### config.mk
export PLATFORM = sky130hd
export DESIGN_NAME = muldiv_seq_hilo
export DESIGN_NICKNAME = d
export VERILOG_FILES = /design/src/rtl/muldiv_pkg.sv /design/src/rtl/muldiv_iter_core.sv /design/src/rtl/muldiv_seq_hilo.sv
export SDC_FILE = /design/constraint.sdc
export NUM_CORES = 1
export LEC_CHECK = 0
export CAP_MARGIN = 20
export CORE_MARGIN = 2
export CORE_UTILIZATION = 54
export CTS_CLUSTER_DIAMETER = 100
export DETAILED_ROUTE_END_ITERATION = 8
export GPL_TIMING_DRIVEN = 0
export PLACE_DENSITY = 0.78
export SLEW_MARGIN = 20
export SYNTH_ARGS = -nofsm -noshare
export SYNTH_HDL_FRONTEND = slang
export SYNTH_HIERARCHICAL = 1
export SYNTH_SLANG_ARGS = --single-unit
### constraint.sdc
create_clock -name clk -period 3.4 [get_ports clk]
set_clock_uncertainty 0.2 [all_clocks]
set_input_delay 1.02 -clock clk [delete_from_list [all_inputs] [get_ports clk]]
set_output_delay 1.02 -clock clk [all_outputs]
set_load 0.02 [all_outputs]
### src/rtl/muldiv_pkg.sv
// Shared encodings for the sequential multiply/divide unit.
// Holds op codes, FSM states and the iteration-counter width helper.
package muldiv_pkg;

  localparam logic [1:0] OP_MTHI = 2'b00;
  localparam logic [1:0] OP_MTLO = 2'b01;
  localparam logic [1:0] OP_MUL  = 2'b10;
  localparam logic [1:0] OP_DIV  = 2'b11;

  typedef enum logic [1:0] {
    S_IDLE = 2'd0,
    S_PREP = 2'd1,
    S_RUN  = 2'd2,
    S_FIX  = 2'd3
  } state_e;

  // Counter must hold the value WIDTH itself, hence the extra bit.
  function automatic int cnt_w(input int w);
    return $clog2(w) + 1;
  endfunction

endpackage

### src/rtl/muldiv_iter_core.sv
// Iterative datapath: 2*WIDTH accumulator shared by shift-add multiply
// (hi half = partial sum) and restoring divide (hi = remainder, lo = quotient).
module muldiv_iter_core
  import muldiv_pkg::*;
#(
  parameter int WIDTH = 32
) (
  input  logic                 clk,
  input  logic                 reset,
  input  logic                 load,
  input  logic                 step,
  input  logic                 is_div,
  input  logic [WIDTH-1:0]     a_in,
  input  logic [WIDTH-1:0]     b_in,
  output logic [2*WIDTH-1:0]   acc
);

  logic [2*WIDTH-1:0] acc_q, acc_d;
  logic [WIDTH-1:0]   b_q, b_d;
  logic [WIDTH:0]     sum;
  logic [WIDTH:0]     shifted;
  logic               ge;

  always_comb begin
    acc_d   = acc_q;
    b_d     = b_q;
    sum     = {1'b0, acc_q[2*WIDTH-1:WIDTH]} + (acc_q[0] ? {1'b0, b_q} : '0);
    shifted = {acc_q[2*WIDTH-1:WIDTH], acc_q[WIDTH-1]};
    ge      = (shifted >= {1'b0, b_q});
    if (load) begin
      acc_d = {{WIDTH{1'b0}}, a_in};
      b_d   = b_in;
    end else if (step) begin
      // A successful trial subtract always leaves a remainder below 2^WIDTH.
      if (is_div)
        acc_d = {(ge ? (shifted[WIDTH-1:0] - b_q) : shifted[WIDTH-1:0]),
                 acc_q[WIDTH-2:0], ge};
      else
        acc_d = {sum, acc_q[WIDTH-1:1]};
    end
  end

  always_ff @(posedge clk or negedge reset) begin
    if (!reset) begin
      acc_q <= '0;
      b_q   <= '0;
    end else begin
      acc_q <= acc_d;
      b_q   <= b_d;
    end
  end

  assign acc = acc_q;

endmodule

### src/rtl/muldiv_seq_hilo.sv
// Multi-cycle MULT/DIV unit owning HI/LO, with a stalling MFHI/MFLO read port.
// Optional MULDIV_EARLY_EXIT_EN skips iteration for zero operands / zero divisor.
module muldiv_seq_hilo
  import muldiv_pkg::*;
#(
  parameter int WIDTH = 32
) (
  input  logic             clk,
  input  logic             reset,
  input  logic             start,
  input  logic             sin,
  input  logic [1:0]       op,
  input  logic [WIDTH-1:0] in_1,
  input  logic [WIDTH-1:0] in_2,
  output logic             busy,
  input  logic             rd_req,
  input  logic             rd_sel,
  output logic             stall,
  output logic             rd_valid,
  output logic [WIDTH-1:0] rd_data,
  output logic [WIDTH-1:0] hi,
  output logic [WIDTH-1:0] lo
);

  localparam int CW = cnt_w(WIDTH);

  function automatic logic [WIDTH-1:0] neg_w(input logic [WIDTH-1:0] x);
    return (~x) + WIDTH'(1);
  endfunction

  function automatic logic [2*WIDTH-1:0] neg_2w(input logic [2*WIDTH-1:0] x);
    return (~x) + (2*WIDTH)'(1);
  endfunction

  // -2^(WIDTH-1) maps to 2^(WIDTH-1), which still fits as an unsigned magnitude.
  function automatic logic [WIDTH-1:0] mag(input logic [WIDTH-1:0] x, input logic en);
    return (en && x[WIDTH-1]) ? neg_w(x) : x;
  endfunction

  state_e             state_q, state_d;
  logic [CW-1:0]      cnt_q, cnt_d;
  logic [WIDTH-1:0]   a_q, a_d, b_q, b_d;
  logic               sin_q, sin_d;
  logic               div_q, div_d;
  logic               negq_q, negq_d;
  logic               negr_q, negr_d;
  logic [WIDTH-1:0]   hi_q, hi_d, lo_q, lo_d;
  logic               rd_valid_q, rd_valid_d;
  logic [WIDTH-1:0]   rd_data_q, rd_data_d;
  logic               core_load, core_step, rd_acc, b_zero;
  logic [2*WIDTH-1:0] core_acc;
`ifdef MULDIV_EARLY_EXIT_EN
  logic               a_zero;
  assign a_zero = (a_q == '0);
`endif

  assign b_zero = (b_q == '0);
  assign busy   = (state_q != S_IDLE);
  assign stall  = rd_req & (busy | start);
  assign rd_acc = rd_req & ~stall;

  muldiv_iter_core #(.WIDTH(WIDTH)) u_core (
    .clk    (clk),
    .reset  (reset),
    .load   (core_load),
    .step   (core_step),
    .is_div (div_q),
    .a_in   (mag(a_q, sin_q)),
    .b_in   (mag(b_q, sin_q)),
    .acc    (core_acc)
  );

  always_comb begin
    state_d    = state_q;
    cnt_d      = cnt_q;
    a_d        = a_q;
    b_d        = b_q;
    sin_d      = sin_q;
    div_d      = div_q;
    negq_d     = negq_q;
    negr_d     = negr_q;
    hi_d       = hi_q;
    lo_d       = lo_q;
    core_load  = 1'b0;
    core_step  = 1'b0;
    rd_valid_d = rd_acc;
    rd_data_d  = rd_acc ? (rd_sel ? hi_q : lo_q) : rd_data_q;
    case (state_q)
      S_IDLE: begin
        if (start) begin
          case (op)
            OP_MTHI: hi_d = in_1;
            OP_MTLO: lo_d = in_1;
            default: begin
              a_d     = in_1;
              b_d     = in_2;
              sin_d   = sin;
              div_d   = op[0];
              state_d = S_PREP;
            end
          endcase
        end
      end
      S_PREP: begin
        core_load = 1'b1;
        negq_d    = sin_q & (a_q[WIDTH-1] ^ b_q[WIDTH-1]);
        negr_d    = sin_q & a_q[WIDTH-1];
        cnt_d     = CW'(WIDTH);
        state_d   = S_RUN;
`ifdef MULDIV_EARLY_EXIT_EN
        if (div_q ? b_zero : (a_zero | b_zero))
          state_d = S_FIX;
`endif
      end
      S_RUN: begin
        core_step = 1'b1;
        cnt_d     = cnt_q - CW'(1);
        if (cnt_q == CW'(1))
          state_d = S_FIX;
      end
      S_FIX: begin
        state_d = S_IDLE;
        if (div_q) begin
          lo_d = negq_q ? neg_w(core_acc[WIDTH-1:0]) : core_acc[WIDTH-1:0];
          hi_d = negr_q ? neg_w(core_acc[2*WIDTH-1:WIDTH]) : core_acc[2*WIDTH-1:WIDTH];
          if (b_zero) begin
            lo_d = '1;
            hi_d = a_q;
          end
        end else begin
          {hi_d, lo_d} = negq_q ? neg_2w(core_acc) : core_acc;
`ifdef MULDIV_EARLY_EXIT_EN
          // Skipped iterations leave the multiplicand in the accumulator.
          if (a_zero | b_zero) begin
            hi_d = '0;
            lo_d = '0;
          end
`endif
        end
      end
      default: state_d = S_IDLE;
    endcase
  end

  always_ff @(posedge clk or negedge reset) begin
    if (!reset) begin
      state_q    <= S_IDLE;
      cnt_q      <= '0;
      a_q        <= '0;
      b_q        <= '0;
      sin_q      <= 1'b0;
      div_q      <= 1'b0;
      negq_q     <= 1'b0;
      negr_q     <= 1'b0;
      hi_q       <= '0;
      lo_q       <= '0;
      rd_valid_q <= 1'b0;
      rd_data_q  <= '0;
    end else begin
      state_q    <= state_d;
      cnt_q      <= cnt_d;
      a_q        <= a_d;
      b_q        <= b_d;
      sin_q      <= sin_d;
      div_q      <= div_d;
      negq_q     <= negq_d;
      negr_q     <= negr_d;
      hi_q       <= hi_d;
      lo_q       <= lo_d;
      rd_valid_q <= rd_valid_d;
      rd_data_q  <= rd_data_d;
    end
  end

  assign hi       = hi_q;
  assign lo       = lo_q;
  assign rd_valid = rd_valid_q;
  assign rd_data  = rd_data_q;

endmodule

==> images/port_trees.png <==
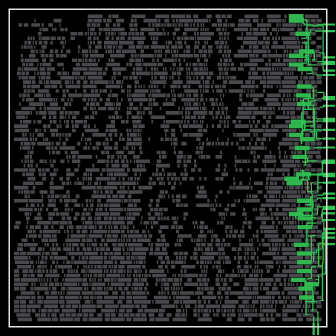
- green: `rd_data` (bits 32; direction output; end cells 32; buffers 32; wire 813 um)
I/O Buffers: 169
I/O Pins: 171

==> images/util_map.png <==
The die is cut into 20 by 20 equal tiles; black is low, pale yellow is high, 0 to 100% covered.
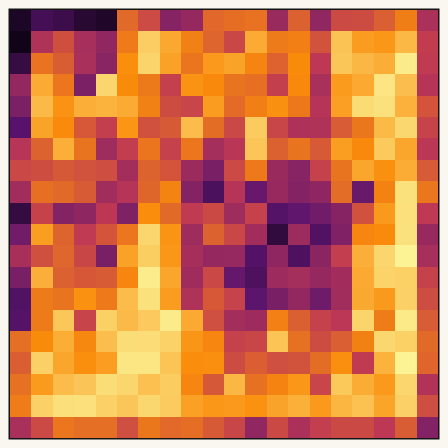
- densest ninth of the die: lower left
- tiles over 75% full: 34%
- mean over tiles: 63%
initial core utilization: 54.55%
area of the core: 36350 um2
Finished Core Util: 68.27%

==> images/m3.png <==
Scale bar: 50 um.
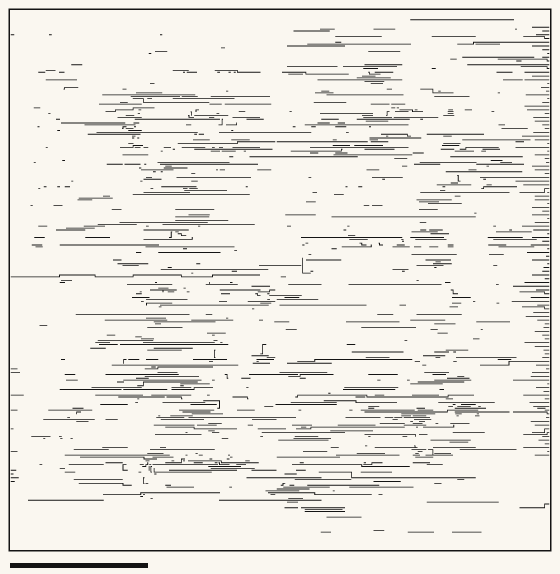
- wire length on this layer: 7010 um
- share of all routed wire: 8.4%
- longest straight run: 52.0 um
- main direction: horizontal
- nets with wire on the layer: 545
routed via count: 20850
Routed WL: 83360 um
GR Util met3: 6.149%

==> images/gates.png <==
Scale bar: 50 um.
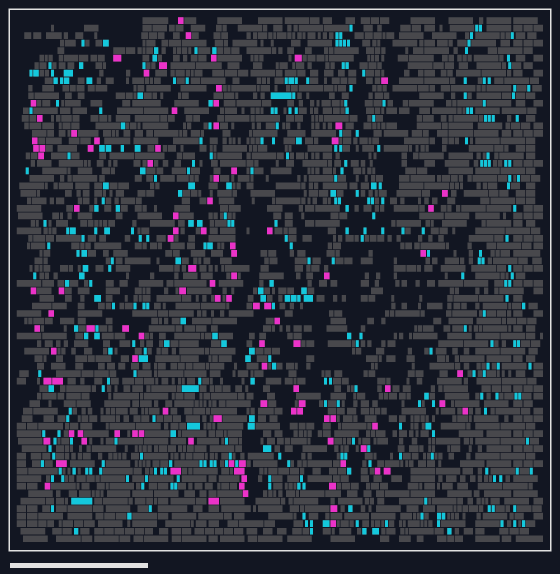
- cyan: nand cells (cells 337; where all over the die)
- magenta: and/or cells (cells 103; where all over the die)
Top cell excl fill/tap: nand2_1
Finished Layout Cells: 3104
combinational share of cell area: 52.89%

==> impl_metrics.json <==
{
  "cts_hold_buf": 0,
  "edf_count": 0,
  "antenna_found_initial": 1,
  "chipArea_um2": 38270,
  "setup.worst_path.end_class": "flip-flop",
  "async_reset_ff_share_pct": 100.0,
  "fp.dieW_um": 195.6,
  "crit_path_top_delay_cell": "clkbuf_1",
  "top_cells_by_count": "dfrtp_1 (269), nand2_1 (259), o21ai_0 (229)",
  "warnings": 32,
  "ys.flop_type": "dfrtp_1",
  "p_per_area_nw_per_um2": 1212,
  "netlist_instances": 2356,
  "synth_dominant_cell_count": "dfrtp_1",
  "wl_per_cell_um": 26.86,
  "dpl_worst_slack_ns": -1.226,
  "setup_viol_count_final": 13,
  "syn_nets": 2504,
  "crit_fanout": 10,
  "cts_tree": "built",
  "grt_util_all_layers_pct": 43.07,
  "grt-ovfl-total": 0,
  "wl_met3_um": 7013,
  "finish.instance_area_um2": 24810,
  "violations": "negative setup slack",
  "synth_area_leader_cell": "dfrtp_1",
  "yosysCellCount": 2356,
  "wl_met1_um": 30500,
  "clockBufferDepth": 3,
  "finalHoldViolCount": 0,
  "rsz0062_at_grt": "true",
  "cts_root_buffer": "clkbuf_16",
  "drive_above_1_share_pct": 15.90,
  "crit_chain": "inv_1 > ha_1 > clkbuf_1 > clkbuf_1 > clkbuf_1 > nor2_1 > a211oi_1",
  "grt_pass1_vias": 20550,
  "nNetsFinal": 2760,
  "status": "finished, violations left",
  "fmax_ghz": 0.2852,
  "critPathArrivalTime_ns": 3.78,
  "maxCapViolations": 0,
  "period_needed_ns": 3.506,
  "ys_chip_area_um2": 19830,
  "relSlewSlack_pct": 28.73,
  "num_antenna_cells": 0,
  "top_cell_area_share_pct": 33.95,
  "layout_setup_ws_ns": -0.1063,
  "p_total_mw": 30.07,
  "cts_htree_levels": 1,
  "ys_ff": 269
}
state kept, by name, summed over array words and instances, names as in the netlist, 2 cells and up:
name	count
rd_data	32
u_core/b_q	32
a_q	32
cnt_q	6
b_q	32
u_core/acc	64
state_q	2
hi	32
lo	32
cells by family after synthesis:
kind of cell	count (synthesis)	synth area share (%)
compound gates	735	23.16
xor+xnor	184	8.127
fa+ha+maj	76	4.871
buf+inv	232	4.682
flops	269	33.95
mux	152	8.152
simple gates	708	17.06
critical path: cells and delay by family (launching register included):
kind            cells  cell delay, ns
buf+inv             4            1.99
compound gates      1            0.29
flops               1            0.41
fa+ha+maj           1            0.39
simple gates        1            0.09
routing by layer:
metal / up-vias / GRT usage, %
li1: 9048 / -
met1: 10080 / 51.26
met2: 1325 / 70.79
met3: 392 / 6.149
met4: 0 / 33.02
met5: - / 0
final cells by class:
class,instances,area [um2]
Fill cell,2849,11530
Tap cell,468,585.6
Timing Repair Buffer,236,2320
Clock buffer,32,779.5
Inverter,79,296.5
Clock inverter,24,312.8
Sequential cell,269,6759
Multi-Input combinational cell,1855,13120
Buffer,141,636.9
repair_timing:
item / CTS / global route
resized: 101 / 149
endpoints found under the setup margin: 100 / 95
pin swaps: 24 / 48
cloned: 1 / 1
buffers inserted: 39 / 23
final timing paths:
path                                  end  slack, ns  depth (start not counted)        start
max                        u_core/acc[54]      -0.11                          7   state_q[0]
min                               a_q[26]       0.07                          1        reset
max reg2reg                u_core/acc[54]      -0.11                          7   state_q[0]
min reg2reg                   rd_data[20]       0.28                          2  rd_data[20]
max in group asynchronous  u_core/acc[50]       1.84                          3        reset
min in group clk              rd_data[20]       0.28                          2  rd_data[20]
cells in the final DEF (no fill, tap or decap), types with 21 or more instances in the layout:
cell type | synthesis | layout
a21o_1 | 31 | 31
xnor2_1 | 111 | 108
o22ai_1 | 51 | 50
inv_1 | 78 | 77
mux2i_1 | 76 | 76
a21oi_1 | 174 | 162
clkbuf_16 | 0 | 31
o31ai_1 | 38 | 33
o21ai_0 | 229 | 217
dfrtp_1 | 269 | 249
nand3_1 | 30 | 26
nor3_1 | 48 | 42
and2_1 | 39 | 36
a211oi_1 | 40 | 27
nand4_1 | 21 | 21
nand2_1 | 259 | 258
mux2_2 | 74 | 74
nor2_1 | 173 | 169
a31oi_1 | 24 | 22
ha_2 | 0 | 25
buf_4 | 1 | 59
clkbuf_1 | 130 | 108
xor2_1 | 73 | 73
ha_1 | 74 | 34
clkdlybuf4s50_1 | 0 | 166
power breakdown:
| group | switching [mW] | internal, mW |
|---|---|---|
| logic | 11.6 | 7.77 |
| clock network | 1.51 | 2.14 |
| registers | 2.33 | 4.73 |
stage by stage:
stage	util (%)	hold slack, ns	TNS [ns]
after floorplan	-	0.2751	0
after global placement	60.82	0.2619	-2814.64
after detailed placement	61.06	0.2701	-50.24
after CTS	66.05	0.05789	-0.2798
after global routing	68.27	0.07148	-1.591
final	68.27	0.06635	-0.5174
Power is estimated from default activity; no workload was simulated.
